### src/rtl/cls_serial_sub_seq_pkg.sv
// Shared definitions for the serial multi-word subtract sequencer:
// slice width and FSM state encoding.
package cls_serial_sub_seq_pkg;

    localparam int unsigned CLS_SLICE_W = 16;

    // 2'd3 is unused and recovers to S_IDLE
    typedef enum logic [1:0] {
        S_IDLE = 2'd0,
        S_RUN  = 2'd1,
        S_DONE = 2'd2
    } state_t;

endpackage

### src/rtl/cls_serial_sub_seq_cls16.sv
// 16-bit lookahead subtract slice: d = x - y - bin, with group borrow
// generate (GG) and propagate (GP) for chaining slices.
module cls_serial_sub_seq_cls16
    import cls_serial_sub_seq_pkg::*;
(
    input  logic [CLS_SLICE_W-1:0] x,
    input  logic [CLS_SLICE_W-1:0] y,
    input  logic                   bin,
    output logic [CLS_SLICE_W-1:0] d,
    output logic                   GP,
    output logic                   GG
);

    logic [CLS_SLICE_W-1:0] g;
    logic [CLS_SLICE_W-1:0] p;
    logic                   b;
    logic                   gg_acc;
    logic                   gp_acc;

    // bit generates a borrow when x=0,y=1; passes an incoming borrow when x==y
    always_comb begin
        g      = ~x & y;
        p      = ~(x ^ y);
        d      = '0;
        b      = bin;
        gg_acc = 1'b0;
        gp_acc = 1'b1;
        for (int i = 0; i < int'(CLS_SLICE_W); i++) begin
            d[i]   = x[i] ^ y[i] ^ b;
            b      = g[i] | (p[i] & b);
            gg_acc = g[i] | (p[i] & gg_acc);
            gp_acc = gp_acc & p[i];
        end
        GG = gg_acc;
        GP = gp_acc;
    end

endmodule

### src/rtl/cls_serial_sub_seq.sv
// Multi-word subtractor D = X - Y - BIN computed one 16-bit slice per clock,
// LSB first, through a single shared lookahead slice with a registered borrow.
module cls_serial_sub_seq
    import cls_serial_sub_seq_pkg::*;
#(
    parameter int unsigned WORDS = 4
) (
    input  logic                         clk,
    input  logic                         rst,
    input  logic                         in_valid,
    output logic                         in_ready,
    input  logic [CLS_SLICE_W*WORDS-1:0] x,
    input  logic [CLS_SLICE_W*WORDS-1:0] y,
    input  logic                         bin,
    output logic                         out_valid,
    input  logic                         out_ready,
    output logic [CLS_SLICE_W*WORDS-1:0] d,
    output logic                         bout,
    output logic                         ovf,
    output logic                         zero
);

    localparam int unsigned W     = CLS_SLICE_W * WORDS;
    localparam int unsigned IDX_W = $clog2(WORDS);

    state_t                 state;
    state_t                 state_next;
    logic [IDX_W-1:0]       idx;
    logic                   brw;
    logic [W-1:0]           opx;
    logic [W-1:0]           opy;
    logic [CLS_SLICE_W-1:0] sx;
    logic [CLS_SLICE_W-1:0] sy;
    logic [CLS_SLICE_W-1:0] sd;
    logic                   sgp;
    logic                   sgg;
    logic                   brw_new;
    logic                   last;
    logic [W-1:0]           d_wr;

    assign last    = (idx == IDX_W'(WORDS - 1));
    assign brw_new = sgg | (sgp & brw);

    // slice operand mux and result write-back view selected by idx
    always_comb begin
        sx   = '0;
        sy   = '0;
        d_wr = d;
        for (int i = 0; i < int'(WORDS); i++) begin
            if (idx == IDX_W'(i)) begin
                sx = opx[i*CLS_SLICE_W +: CLS_SLICE_W];
                sy = opy[i*CLS_SLICE_W +: CLS_SLICE_W];
                d_wr[i*CLS_SLICE_W +: CLS_SLICE_W] = sd;
            end
        end
    end

    cls_serial_sub_seq_cls16 u_slice (
        .x   (sx),
        .y   (sy),
        .bin (brw),
        .d   (sd),
        .GP  (sgp),
        .GG  (sgg)
    );

    always_ff @(posedge clk or posedge rst) begin
        if (rst) state <= S_IDLE;
        else     state <= state_next;
    end

    always_comb begin
        state_next = state;
        case (state)
            S_IDLE:  if (in_valid && in_ready) state_next = S_RUN;
            S_RUN:   if (last)                 state_next = S_DONE;
            S_DONE:  if (out_ready)            state_next = S_IDLE;
            default:                           state_next = S_IDLE;
        endcase
    end

    // handshake flags track the next state so they are registered yet exact
    always_ff @(posedge clk or posedge rst) begin
        if (rst) begin
            in_ready  <= 1'b1;
            out_valid <= 1'b0;
        end else begin
            in_ready  <= (state_next == S_IDLE);
            out_valid <= (state_next == S_DONE);
        end
    end

    always_ff @(posedge clk or posedge rst) begin
        if (rst) begin
            opx  <= '0;
            opy  <= '0;
            brw  <= 1'b0;
            idx  <= '0;
            d    <= '0;
            bout <= 1'b0;
            ovf  <= 1'b0;
            zero <= 1'b0;
        end else begin
            case (state)
                S_IDLE: begin
                    if (in_valid && in_ready) begin
                        opx <= x;
                        opy <= y;
                        brw <= bin;
                        idx <= '0;
                    end
                end
                S_RUN: begin
                    d   <= d_wr;
                    brw <= brw_new;
                    if (last) begin
                        bout <= brw_new;
                        ovf  <= (opx[W-1] != opy[W-1]) && (d_wr[W-1] != opx[W-1]);
                        zero <= (d_wr == '0);
                    end else begin
                        idx <= idx + IDX_W'(1);
                    end
                end
                default: ;
            endcase
        end
    end

endmodule
### config.mk
export PLATFORM = sky130hd
export DESIGN_NAME = cls_serial_sub_seq
export DESIGN_NICKNAME = d
export VERILOG_FILES = /design/src/rtl/cls_serial_sub_seq_pkg.sv /design/src/rtl/cls_serial_sub_seq_cls16.sv /design/src/rtl/cls_serial_sub_seq.sv
export SDC_FILE = /design/constraint.sdc
export NUM_CORES = 1
export LEC_CHECK = 0
export CORE_MARGIN = 5
export CORE_UTILIZATION = 40
export DETAILED_ROUTE_END_ITERATION = 16
export PLACE_DENSITY = 0.65
export SLEW_MARGIN = 20
export SYNTH_ARGS = -nofsm -noshare
export SYNTH_HDL_FRONTEND = slang
export SYNTH_HIERARCHICAL = 1
export SYNTH_SLANG_ARGS = --single-unit
### constraint.sdc
create_clock -name clk -period 24.7 [get_ports clk]
set_input_delay 4.94 -clock clk [delete_from_list [all_inputs] [get_ports clk]]
set_output_delay 4.94 -clock clk [all_outputs]
set_load 0.005 [all_outputs]
### Register map, names as in the netlist, run 1

Other sequential cells in the stronger grey, the rest of the logic in the fainter grey.
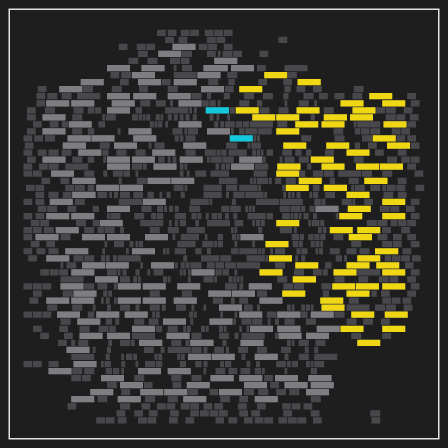
colour	netlist name	flops
yellow	`d`	64
cyan	`state`	2
not coloured	136
Core Util, Final: 53.36%
area of all sequential standard cells: 5056 sq um
share of the final layout cell area in sequential cells: 40.13%

### The metal 1 layer, run 1

Supply wires on this layer in grey.
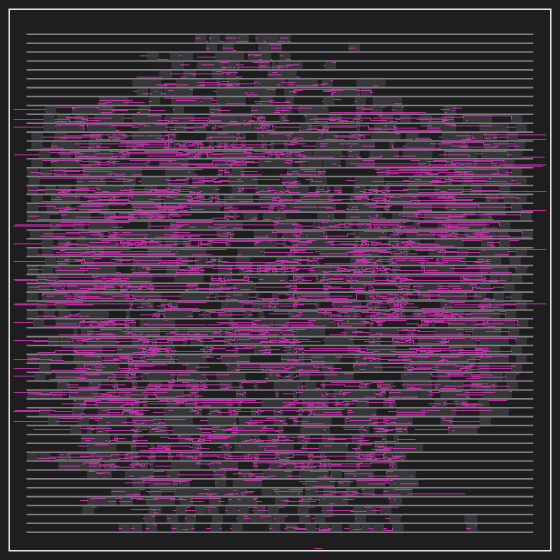
main direction	horizontal
wire length on this layer	11,500 um
number of vias after detailed routing: 6,883
met1 track demand over resource in global routing: 26.58%
total routed wirelength: 25,730 um

### Port wiring, run 1

Scale bar: 50 um.
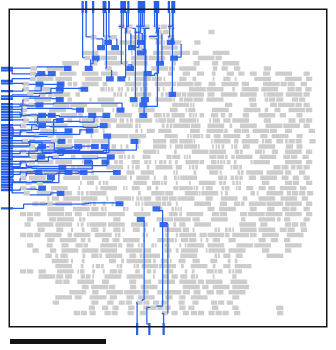
colour	port	direction	end cells	wire
blue	`y`	input	64	2,270 um
number of I/O pins: 202
quantity of I/O buffers inserted on ports: 201

-- run 1: Yosys cell counts, drive strengths merged (2+ instances only) --
master	count
dfrtp	201
mux2	193
nand2	63
a21oi	59
o21ai	41
inv	38
nor2	31
clkbuf	28
ha	20
a22oi	18
buf	18
nand3b	18
fa	15
nor4	13
nor3	9
nand3	6
or4	5
a21o	4
nand4	4
nor2b	4
a211oi	2
nand2b	2
-- run 1: worst max-delay path: cells and delay by family, from the launching register on --
family / cells / cell delay (ns)
AOI/OAI and AO/OA: 6 / 0.79
xor gates and xnor gates: 1 / 0.56
adders and majority gates: 15 / 6.48
buffers and inverters: 2 / 0.36
DFF: 1 / 0.41
and+or+nand+nor: 4 / 0.45
-- run 1: flip-flops by register name, indices dropped and copies added, names as in the netlist --
| register | cells |
|---|---|
| d | 64 |
| opx | 64 |
| opy | 64 |
| idx | 2 |
| state | 2 |
| bout | 1 |
| brw | 1 |
| in_ready | 1 |
| out_valid | 1 |
| ovf | 1 |
| zero | 1 |
-- run 1: area by class of cell --
class                   count  area, sq um  share of cell area (%)
inverters                  38        150.1                   1.192
multi-input cells         517         4253                   33.75
clock buffers              34        646.9                   5.134
clock inverters             4        22.52                  0.1787
well taps                 319        399.1                   3.168
repair buffers            209         2072                   16.44
flip-flops and latches    202         5056                   40.13
-- run 1: path summary, 6_finish.rpt --
kind                       startpoint       to  slack [ns]  cells past startpoint
setup reg to reg               idx[1]     zero       15.49                     28
min in group asynchronous         rst    d[44]        5.03                      2
max in group asynchronous         rst  opx[52]       18.13                      3
hold / removal                   bout     bout        0.49                      2
setup / recovery               idx[1]     zero       15.49                     28
hold reg to reg                  bout     bout        0.49                      2
==> design notes, run 1 <==
From the final report, the count of setup violators was given as 0. The complex-gate fraction of the synthesized area came out at 7.416%. Counting the fill cells in the layout gives 2,111. The finished design was reported to have a net count of 1,159. Post-route clock period utilization: 37.29%. The run gives 0 as the total of cells resized after clock tree synthesis. The overall die width is 165.2 um. TritonCTS built the clock tree. The logs give 18,900 um for the half-perimeter wire length after placement and 0 for the post-CTS setup buffer count. Leading register cell type out of synthesis: sky130_fd_sc_hd__dfrtp_1. The timing report gives the clock slew at the launch and capture registers of the worst setup and hold paths as 0.06 ns. The run gives 40,280 um as the first-pass GRT wire length. On met2, the global router reports a usage of 30.25%. For the worst-skew pair, the clock arrives at the later sink with an insertion delay of 0.49 ns. Endpoints failing hold in the final report were tallied at 0. The worst setup path is captured at a flop. The share of flip-flops with an asynchronous set or reset after synthesis is 100.0%, and the number of design-rule violations left by the first detailed-router iteration is 411. In the final timing run, aggregate negative setup slack is 0 ns.

Of the post-synthesis cell area, the dominant cell type holds 52.21%. Entering global routing, the biggest net connects 133 pins. The first TritonRoute pass finished after 4 iterations.

The logs give 56 for the row count and 12,600 sq um for the final instance area. According to the Yosys statistics, the synthesized design has a chip area of 9634 sq um. The post-synthesis simple-gate area fraction works out to 8.130%. The highest-delay cell along the critical path was sky130_fd_sc_hd__ha_2. Per STA, the library cell used most along the worst path is sky130_fd_sc_hd__fa_1.

The detail route stage leaves a number of antenna-violating nets equal to 0. The logs give 27,290 sq um for the die area and 12,110 um for the detailed-routed wire length on met2. The synthesized design spends more area on one cell type than any other, namely sky130_fd_sc_hd__dfrtp_1. Of the total synthesized cell area, the portion taken by XOR and XNOR cells is 0.09091%. TritonRoute reported its final design rule violation total as 0.

The achievable clock frequency is 108.6 MHz. The final weighted congestion recorded by global placement is 0.8730. The run gives 1548 um as the met3 wire length.

For the number of cells in the yosys synthesis report, the log shows 803. The routed design shows a wire length per standard cell of 19.45 um. Kind of path behind the tightest hold check: reg -> reg.

Setup repair after global routing left no endpoint under its margin. The run gives 38 as the number of distinct standard cells referenced by the synthesized netlist. STA puts the critical path data required time at 25.08 ns. The run gives 0 for the number of antenna violations at the first check in global routing.

The run finished with clean final reports. In this run, CTS created clock tree buffers numbering 23. The fraction of the mapped netlist area in adder cells is 5.714%, and the signed area change from the synthesized netlist to the final layout is 30.78%. The arrival time of data at the worst endpoint is listed as 9.59 ns. The number of nets at floorplan was 971. The synthesized flop and latch total is 202, and the worst-case setup slack after placement is 15.54 ns. The multiplexer share of the synthesized area came out at 22.66%.

The run gives 0 for the total congestion overflow after global routing. Main combinational cell family by area after synthesis: multiplexers. Mean instance size in the synthesized netlist: 12.00 sq um. Per the GRT log, the top usage layer is met2.

The initial core utilization was 40.80%. The post-layout minimum cycle time was 9.212 ns. In this run the vertical extent of the chip is 165.2 um.

The delay of the slowest cell on the worst path was 0.84 ns. The report shows a maximum critical-path fanout of 55. The mapped netlist covers 9634 sq um.

Of the synthesized area, sequential elements account for 52.48%. Hold timing on the final database bottoms out at a slack of 0.4877 ns. During synthesis, Yosys emitted a total of 6 warnings.

Setup slack closes at 15.49 ns. For met3 alone, demand over resource in global routing was 3.053%. The run gives 1 as the number of levels the H-tree was split into. The setup path with the least slack is of type reg -> reg. The tools report the global-route total usage across every layer as 18.81%.

The run gives 0 as the final-report max-slew violation count. The tree is rooted in a sky130_fd_sc_hd__clkbuf_16. Ratio of cells with drive above 1 in the final layout: 23.80%. The wire length on met1 came out at 11,490 um.

With the placed instance area at 11,930 sq um, the hold buffer count at cts is 0. For the setup clock skew after layout, the log shows 0.008088 ns. The tools report the TritonCTS sink count as 202. OpenROAD emitted warnings numbering 31. With the synthesized instance count at 803, the maximum root-to-sink buffer count is 3.

The antenna diode count is 0. The core region is 23,610 sq um. Per the slew report, the remaining headroom to the max-slew limit stands at 32.23%. Measured slew at the worst slew-check pin: 1.017 ns.

The detail-routed via count per cell came out at 5.203. The number of global-route vias before repair was 7,203. The nature of the critical path startpoint was a flop.

Highest metal layer used by the detailed router: met4. The number of placed instances with taps included is 1,285. The run gives 0 for the number of max-cap violations.

The count of cells in the finished layout, fillers not included, comes to 1,323. The number of synthesized flops with an enable pin is 0. Yosys attributes the largest share of cell area to sky130_fd_sc_hd__dfrtp_1, sky130_fd_sc_hd__mux2_2, sky130_fd_sc_hd__fa_1. Ranking logic cells in the layout by count gives the top entries sky130_fd_sc_hd__dfrtp_1, sky130_fd_sc_hd__clkdlybuf4s50_1, sky130_fd_sc_hd__mux2_2.
### Track usage over the die, run 1

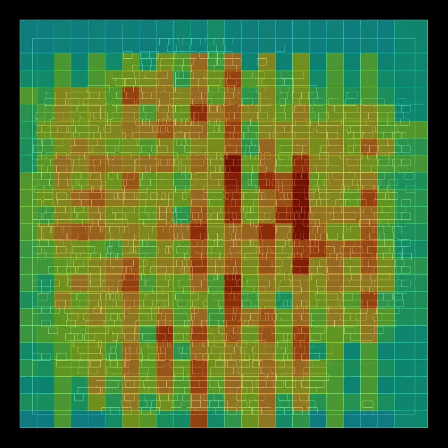

==> inputs of run 2 (changes only) <==
--- a/config.mk
+++ b/config.mk
@@ -8,7 +8,7 @@
 export CORE_MARGIN = 5
 export CORE_UTILIZATION = 40
 export DETAILED_ROUTE_END_ITERATION = 16
-export PLACE_DENSITY = 0.65
+export PLACE_DENSITY = 0.68
 export SLEW_MARGIN = 20
 export SYNTH_ARGS = -nofsm -noshare
 export SYNTH_HDL_FRONTEND = slang
==> constraint.sdc (replaced) <==
create_clock -name clk -period 8.15 [get_ports clk]
set_input_delay 1.63 -clock clk [delete_from_list [all_inputs] [get_ports clk]]
set_output_delay 1.63 -clock clk [all_outputs]
set_load 0.005 [all_outputs]
### Track usage over the die, run 2

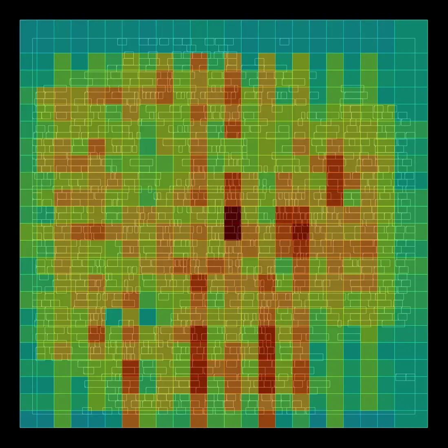
global routing usage on met2: 30.61%
wire length per cell: 19.24 um

==> run 2 against run 1 <==
  * Via count rose by 0.99%
  * Die area did not move
  * Count of clock-buffer cells in the layout fell by 3
==> design notes, run 2 <==
The flow ran to the end, and the final reports show no timing, DRC or antenna violations. The ratio of cells with drive above 1 in the final layout works out to 26.84% (+3.0 points). In the final layout, the registers with the most flip-flops are d x64, opx x64, opy x64. For the final tally of setup violations, the log shows 0 (unchanged).

Relative max-transition margin: 28.03% (-4.2 points). The tally of clock buffers in the finished layout is 31 (-8.8%). The number of cells in the yosys synthesis report is 803 (unchanged), and the number of nets in the finished design is 1,175 (+1.4%). The number of max-cap violations came out at 0 (unchanged).

The tools report the final setup slack of the worst path as 0.3244 ns (-15.16 ns). Per STA, the endpoint of the critical path is zero. The sequential cell count was 202 (unchanged). With the fraction of area in registers at 39.29% (-0.84 points), the final-report max-slew violation count is 0 (unchanged).

Maximum root-to-sink buffer count: 3 (unchanged). Proportion of synthesized chip area in sequential cells: 52.48% (unchanged). The delay of the slowest cell on the worst path was 0.40 ns (-0.44 ns). The TritonCTS sink count was 202 (unchanged); the last weighted congestion value of the routability-driven placer was 0.9087 (+4.1%).

With the post-layout minimum cycle time at 7.826 ns (-1.386 ns), the post-route clock period utilization is 96.02% (+59 points). With the multi-input combinational cell area at 4305 sq um (+1.2%), the buffer count excluding the clock tree in the final layout is 226 (+8.1%). For the cell area after technology mapping, the log shows 9634 sq um (unchanged). The share of the synthesized area in the top cell type works out to 52.21% (unchanged). Per the timing report, the most critical flop-to-flop path originates at idx[1]. The detailed-routed wire length on met2 is 12,070 um (-0.31%), and the number of buffers inserted during clock tree synthesis is 22 (-4.3%).

STA classifies the critical path startpoint as a flop. The overall die height works out to 165.2 um (unchanged). The cell type with the largest total area after synthesis was sky130_fd_sc_hd__dfrtp_1. The synthesized flop and latch total was 202 (unchanged); the antenna diode count was 0 (unchanged). With the area fraction of clock buffers and clock inverters at 5.872% (+0.56 points), the inverter tally of the final layout excluding the clock network is 38 (unchanged). Per STA, the library cell used most along the worst path is sky130_fd_sc_hd__fa_1. The number of levels the H-tree was split into is 1 (unchanged). The detailed router used layers up to and including met4. The number of distinct standard cells referenced by the synthesized netlist is 38 (unchanged).

The largest net degree at the start of global routing was 137 (+3.0%); the sequential cell area was 5056 sq um (unchanged). The largest fanout on the critical path is 3 (-95%). Critical path launch point: idx[1].

The kind of critical path is reg -> reg. The share of flip-flops with an asynchronous set or reset after synthesis works out to 100.0% (unchanged). The measured slew at the worst slew-check pin works out to 1.080 ns (+0.06302 ns). For the row count, the log shows 56 (unchanged). The worst-case setup slack after placement is -0.007640 ns (-15.55 ns), and the number of warnings in the stage logs is 31 (unchanged). The tools report the setup slack of the worst register-to-register path as 0.32 ns (-15.16 ns).

The mean instance size in the synthesized netlist came out at 12.00 sq um (unchanged). In the layout the commonest cells are sky130_fd_sc_hd__dfrtp_1, sky130_fd_sc_hd__clkdlybuf4s50_1, sky130_fd_sc_hd__mux2_2.

The run gives 40,300 um (about the same) as the first-pass GRT wire length. For the global-route total usage across every layer, the log shows 18.83% (+0.020 points). The detail-routed via count per cell is 5.187 (-0.29%). The clock transition at the registers of the reported paths works out to 0.06 ns (about the same). The synthesis run shows the most used standard cells to be sky130_fd_sc_hd__dfrtp_1, sky130_fd_sc_hd__mux2_2, sky130_fd_sc_hd__nand2_1, sky130_fd_sc_hd__a21oi_1, sky130_fd_sc_hd__inv_1.

The run gives 40.80% (unchanged) for the initial core utilization. For the met3 usage in global routing, the log shows 2.929% (-0.12 points). The die area was 27,290 sq um (unchanged); the overall die width was 165.2 um (unchanged).

For the achievable clock frequency, the log shows 127.8 MHz (+18%). The number of top-level design ports is 202 (unchanged). The tools report the tally of nets with antenna violations remaining after routing as 0 (unchanged). The clock latency on the worst-skew pair was 0.50 ns (about the same). Among all cell types in the netlist, the one instantiated most often is sky130_fd_sc_hd__dfrtp_1. The logic share of the area is 33.45% (-0.30 points). The run gives 1647 um (+6.4%) as the met3 wire length. The wire length on met1 is 11,340 um (-1.2%), and the depth of the most critical reg-to-reg path is 30 (+7.1%). TritonCTS built the clock tree. The number of global-route vias before repair was 7,270 (+0.93%); the number of tap cells added at floorplan was 319 (unchanged).

Sorting the synthesized cells by area gives the leading types as sky130_fd_sc_hd__dfrtp_1, sky130_fd_sc_hd__mux2_2, sky130_fd_sc_hd__fa_1. Summed standard-cell area reported by yosys: 9634 sq um (unchanged). The count of input and output buffers was 201 (unchanged); the half-perimeter wire length after placement was 19,240 um (+1.8%).

The min-delay analysis places its worst path in the category reg -> reg. The buffer share of cell area works out to 17.12% (+0.68 points). The run gives 8.26 ns (-1.33 ns) for the data arrival time of the critical path. For the hold violation total from the final report, the log shows 0 (unchanged). Per the GRT log, the top usage layer is met2.

Highest-delay cell along the critical path: sky130_fd_sc_hd__fa_1. The run gives 54.50% (+1.1 points) for the final design utilization. The number of synthesized flops with an enable pin is 0 (unchanged). Number of nets at floorplan: 971 (unchanged). For the total congestion overflow after global routing, the log shows 0 (unchanged).

The run gives 0.01184 ns (+0.003750 ns) as the setup clock skew after layout. The filler cell count is 2,071 (-1.9%). The run gives 0 (unchanged) as the number of remaining DRC errors. The number of antenna violations at the first check in global routing was 0 (unchanged). The synthesis report names the predominant flop master as sky130_fd_sc_hd__dfrtp_1. The signed area change from the synthesized netlist to the final layout is 33.58%. With the multi-input logic cell count at 517 (unchanged), the synthesized instance count is 803 (unchanged). The floorplan core area is 23,610 sq um (unchanged). The largest cell class by area is flip-flops and latches. The worst register-to-register path ends at zero. The number of design-rule violations left by the first detailed-router iteration is 407 (-0.97%), and the number of iterations in the first detailed-routing pass is 5 (+1).

The tree is rooted in a sky130_fd_sc_hd__clkbuf_16. The tools report the kind of capture point of the worst setup path as a flop. The run gives 6 (unchanged) as the number of synthesis warnings.

The data required time at the worst endpoint came out at 8.58 ns (-16.50 ns).
### The metal 1 layer, run 2

Supply wires on this layer in grey.
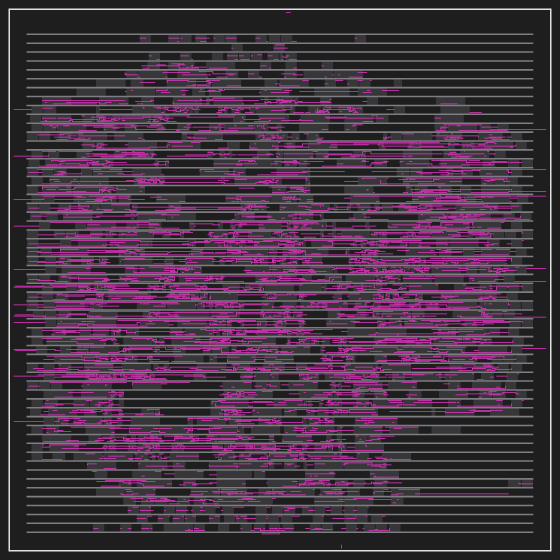
longest straight run	47.8 um
nets with wire on the layer	1,028
main direction	horizontal
met1 track demand over resource in global routing: 26.48%
total routed wirelength: 25,790 um
number of vias after detailed routing: 6,951

[run 2: per-stage QoR]
stage	std cells	instance area, sq um	hold WS (ns)	TNS [ns]
floorplan	803	9637	0.4733	0
CTS	1338	12820	0.4964	0
detailed placement	1300	12040	0.4804	-0.007640
global placement	1300	12040	0.4725	0
global route	1340	12870	0.5154	-0.01163
finish	1340	12870	0.4912	0
[run 2: worst min-delay path by stage]
stage / cells after the start / from / to
4_1_cts: 2 / ovf / ovf
2_1_floorplan: 2 / bout / bout
6_report: 2 / ovf / ovf
3_3_place_gp: 2 / bout / bout
3_5_place_dp: 2 / ovf / ovf
5_1_grt: 1 / opx[4] / opx[4]
[run 2: repair_timing]
action,in CTS,in global routing
setup buffers,0,2
pin swaps,0,2
resized,4,14
endpoints found under the setup margin,1,10
hold buffers,0,0
[run 2: kinds of logic after synthesis]
logic type / after synthesis / synth area share (%)
flip-flops: 202 / 52.48
AND/OR/NAND/NOR: 159 / 8.130
AND-OR/OR-AND: 128 / 7.416
XOR/XNOR: 1 / 0.09093
buffers and inverters: 84 / 3.507
multiplexers: 194 / 22.66
adder cells (fa/ha/maj): 35 / 5.714
[run 2: critical path, delay by kind of cell, from the launching register on]
kind                     cells  cell delay [ns]
adder cells (fa/ha/maj)     16             5.58
AND-OR/OR-AND                6             0.85
AND/OR/NAND/NOR              4             0.55
flip-flops                   1             0.38
buffers and inverters        3             0.23
XOR/XNOR                     1             0.19
==> inputs of run 3 (changes only) <==
--- a/config.mk
+++ b/config.mk
@@ -5,6 +5,7 @@
 export SDC_FILE = /design/constraint.sdc
 export NUM_CORES = 1
 export LEC_CHECK = 0
+export CAP_MARGIN = 10
 export CORE_MARGIN = 5
 export CORE_UTILIZATION = 40
 export DETAILED_ROUTE_END_ITERATION = 16
@@ -14,3 +15,4 @@
 export SYNTH_HDL_FRONTEND = slang
 export SYNTH_HIERARCHICAL = 1
 export SYNTH_SLANG_ARGS = --single-unit
+export TNS_END_PERCENT = 10
### Track usage over the die, run 3

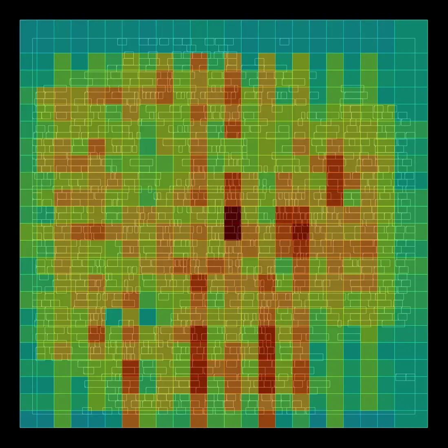
routing usage on met3: 2.929%
Most Crowded Layer GR: met2
Total GRT Usage: 18.83%

==> run 3 against run 2 <==
  * Maximum frequency is the same
  * Non-clock buffer count unchanged
  * Clock skew unchanged
  * Critical path type unchanged
  * Highest routed layer unchanged
==> design notes, run 3 <==
The run finished with clean final reports. The half-perimeter wire length after placement is 19,240 um (unchanged). The achievable clock frequency is 127.8 MHz (unchanged). Xor/xnor cell area share of the yosys netlist: 0.09091% (unchanged). With the data arrival time of the critical path at 8.26 ns (about the same), the final instance area is 12,870 sq um (unchanged).

The row count was 56 (unchanged). The mean instance size in the synthesized netlist works out to 12.00 sq um (unchanged). With the signed area change from the synthesized netlist to the final layout at 33.58% (unchanged), the clock latency on the worst-skew pair is 0.50 ns (about the same). The tally of nets with antenna violations remaining after routing came out at 0 (unchanged). Share of the synthesized area in the top cell type: 52.21% (unchanged). For the antenna diode count, the log shows 0 (unchanged). The tools report the critical register-to-register path endpoint as zero. The run gives 202 (unchanged) for the synthesized flop and latch total. The most frequent cell on the critical path was sky130_fd_sc_hd__fa_1. The tools report the setup slack of the worst register-to-register path as 0.32 ns (about the same).

The die area came out at 27,290 sq um (unchanged). Kind of capture point of the worst setup path: a flop.

The run gives 7.416% (unchanged) for the complex-gate fraction of the synthesized area. The tools report the cell area after technology mapping as 9634 sq um (unchanged). With the largest fanout on the critical path at 3 (unchanged), the post-layout minimum cycle time is 7.826 ns (unchanged). STA classifies the critical path startpoint as a flop. The number of synthesis warnings was 6 (unchanged); the ratio of cells with drive above 1 in the final layout was 26.84% (unchanged). Final-report max-slew violation count: 0 (unchanged). The number of design-rule violations left by the first detailed-router iteration came out at 407 (unchanged).

The detail-routed via count per cell was 5.187 (unchanged). The logs give 1,175 (unchanged) for the number of nets in the finished design and 2,071 (unchanged) for the filler cell count. The run gives 0 (unchanged) as the final tally of setup violations.

For the number of iterations in the first detailed-routing pass, the log shows 5 (unchanged). The highest-delay cell along the critical path is sky130_fd_sc_hd__fa_1. The total congestion overflow after global routing came out at 0 (unchanged).

For the first-pass GRT wire length, the log shows 40,300 um (unchanged). The synthesized instance count was 803 (unchanged); the overall die width was 165.2 um (unchanged). The run gives -0.007640 ns (unchanged) as the worst-case setup slack after placement. Proportion of synthesized chip area in sequential cells: 52.48% (unchanged). The source of the worst register-to-register timing path was idx[1].

Number of cells in the yosys synthesis report: 803 (unchanged). The maximum root-to-sink buffer count was 3 (unchanged). CTS placed an instance of sky130_fd_sc_hd__clkbuf_16 at the clock tree root. With the delay of the slowest cell on the worst path at 0.40 ns (about the same), the number of remaining DRC errors is 0 (unchanged). The run gives 971 (unchanged) as the number of nets at floorplan.

With the number of buffers inserted during clock tree synthesis at 22 (unchanged), the post-synthesis simple-gate area fraction is 8.130% (unchanged). The count of input and output buffers was 201 (unchanged). The run gives 0.4912 ns (unchanged) for the worst hold margin.

The clock transition at the registers of the reported paths came out at 0.06 ns (about the same). The overall routed net length is 25,790 um (unchanged), and the routed length per placed instance is 19.24 um (unchanged). The number of placed instances with taps included is 1,300 (unchanged). TritonCTS built the clock tree. The number of warnings in the stage logs came out at 31 (unchanged). The count of cells along the worst hold path is 2 (unchanged), and the hold violation total from the final report is 0 (unchanged).

The routed via count is 6,951 (unchanged). The run gives 0.01184 ns (unchanged) as the setup clock skew after layout.

The measured slew at the worst slew-check pin is 1.080 ns (unchanged), and the summed standard-cell area reported by yosys is 9634 sq um (unchanged). The share of flip-flops with an asynchronous set or reset after synthesis is 100.0% (unchanged). Post-route clock period utilization: 96.02% (unchanged). The run gives 23,610 sq um (unchanged) as the floorplan core area. Post-synth the commonest register cell is sky130_fd_sc_hd__dfrtp_1. The number of antenna violations at the first check in global routing came out at 0 (unchanged). The logs give 8.58 ns (about the same) for the data required time at the worst endpoint and 202 (unchanged) for the TritonCTS sink count.

The largest registers in the layout are d x64, opx x64, opy x64. The tools report the final standard cell count with taps included and fillers excluded as 1,340 (unchanged). The number of synthesized flops with an enable pin is 0 (unchanged).

The most popular library cell in the synthesized design by count is sky130_fd_sc_hd__dfrtp_1. The final design utilization was 54.50% (unchanged).

The number of levels the H-tree was split into is 1 (unchanged). The top cell types in the final layout, fill and taps aside, are sky130_fd_sc_hd__dfrtp_1, sky130_fd_sc_hd__clkdlybuf4s50_1, sky130_fd_sc_hd__mux2_2. The run gives 165.2 um (unchanged) for the overall die height.

The synthesis run shows the most used standard cells to be sky130_fd_sc_hd__dfrtp_1, sky130_fd_sc_hd__mux2_2, sky130_fd_sc_hd__nand2_1, sky130_fd_sc_hd__a21oi_1, sky130_fd_sc_hd__inv_1. Cell type with the largest total area after synthesis: sky130_fd_sc_hd__dfrtp_1. For reference, the top logic cell family by area is multiplexers. The number of distinct standard cells referenced by the synthesized netlist came out at 38 (unchanged). For reference, the most critical setup path is categorized as reg -> reg. The startpoint of the lowest-slack hold path is ovf. The endpoint of the worst hold path is reported as ovf. The number of global-route vias before repair was 7,270 (unchanged); the depth of the most critical reg-to-reg path was 30 (unchanged).

The last weighted congestion value of the routability-driven placer is 0.9087 (unchanged). Initial core utilization: 40.80% (unchanged). The number of max-cap violations is 0 (unchanged). Final setup slack of the worst path: 0.3244 ns (unchanged). The relative max-transition margin is 28.03% (unchanged), and the multiplexer share of the synthesized area is 22.66% (unchanged). The main area contributors are sky130_fd_sc_hd__dfrtp_1, sky130_fd_sc_hd__mux2_2, sky130_fd_sc_hd__fa_1. The number of top-level design ports came out at 202 (unchanged).

The tightest min-delay check is of the reg -> reg type. The run gives 5.714% (unchanged) for the fraction of the mapped netlist area in adder cells. For the largest net degree at the start of global routing, the log shows 137 (unchanged). With the placed instance area at 12,040 sq um (unchanged), the setup total negative slack is 0 ns (unchanged).
### Met2 routing, run 3

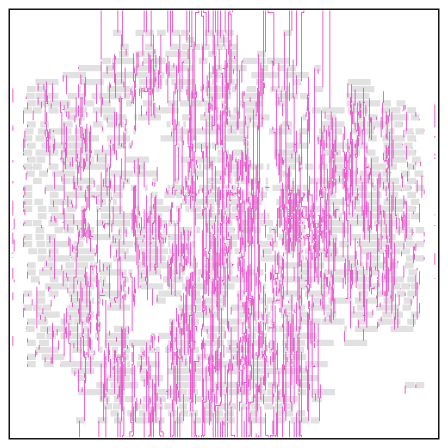
longest straight run	54.7 um
nets with wire on the layer	1,045
wire length on this layer	12,100 um

==> run 3: cell counts in the layout (fill, tap and decap cells not counted) <==
No cell type changed its count.
==> run 3: worst max-delay path: cells and delay by family, from the launching register on <==
family                   cells  cell delay, ns
adder cells (fa/ha/maj)     16            5.58
AND-OR/OR-AND                6            0.85
AND/OR/NAND/NOR              4            0.55
flip-flops                   1            0.38
buffers and inverters        3            0.23
XOR/XNOR                     1            0.19
==> run 3: repair_timing <==
action	in CTS	in global routing
hold buffers	0	0
pin swaps	0	2
setup endpoints to repair	1	10
setup buffers	0	2
resized	4	14
==> run 3: how the worst max path moves through the flow <==
stage / start / to / depth (start not counted) / slack [ns]
after floorplan: idx[1] / zero / 30 / 0.0003
after global placement: idx[0] / zero / 29 / 0.15
after detailed placement: idx[1] / zero / 30 / -0.008
after CTS: idx[1] / zero / 30 / 0.02
after global routing: idx[0] / zero / 29 / -0.01
final: idx[1] / zero / 30 / 0.32
==> run 3: metal layers <==
layer	part of all wire (%)	track usage, %	up-vias
met5	0	0	-
met4	2.8	4.839	0
met3	6.4	2.929	50
met2	47	30.61	247
met1	44	26.48	3420
li1	-	-	3234
==> run 3: kinds of logic after synthesis <==
group,after synthesis
buffers and inverters,84
flip-flops,202
XOR/XNOR,1
AND/OR/NAND/NOR,159
multiplexers,194
adder cells (fa/ha/maj),35
AND-OR/OR-AND,128
==> run 3: area by class of cell <==
class / instances / area [sq um] / share of cell area [%]
Clock buffer: 31 / 645.6 / 5.017
Multi-Input combinational cell: 517 / 4305 / 33.45
Clock inverter: 7 / 110.1 / 0.8555
Tap cell: 319 / 399.1 / 3.101
Inverter: 38 / 150.1 / 1.167
Timing Repair Buffer: 226 / 2203 / 17.12
Sequential cell: 202 / 5056 / 39.29
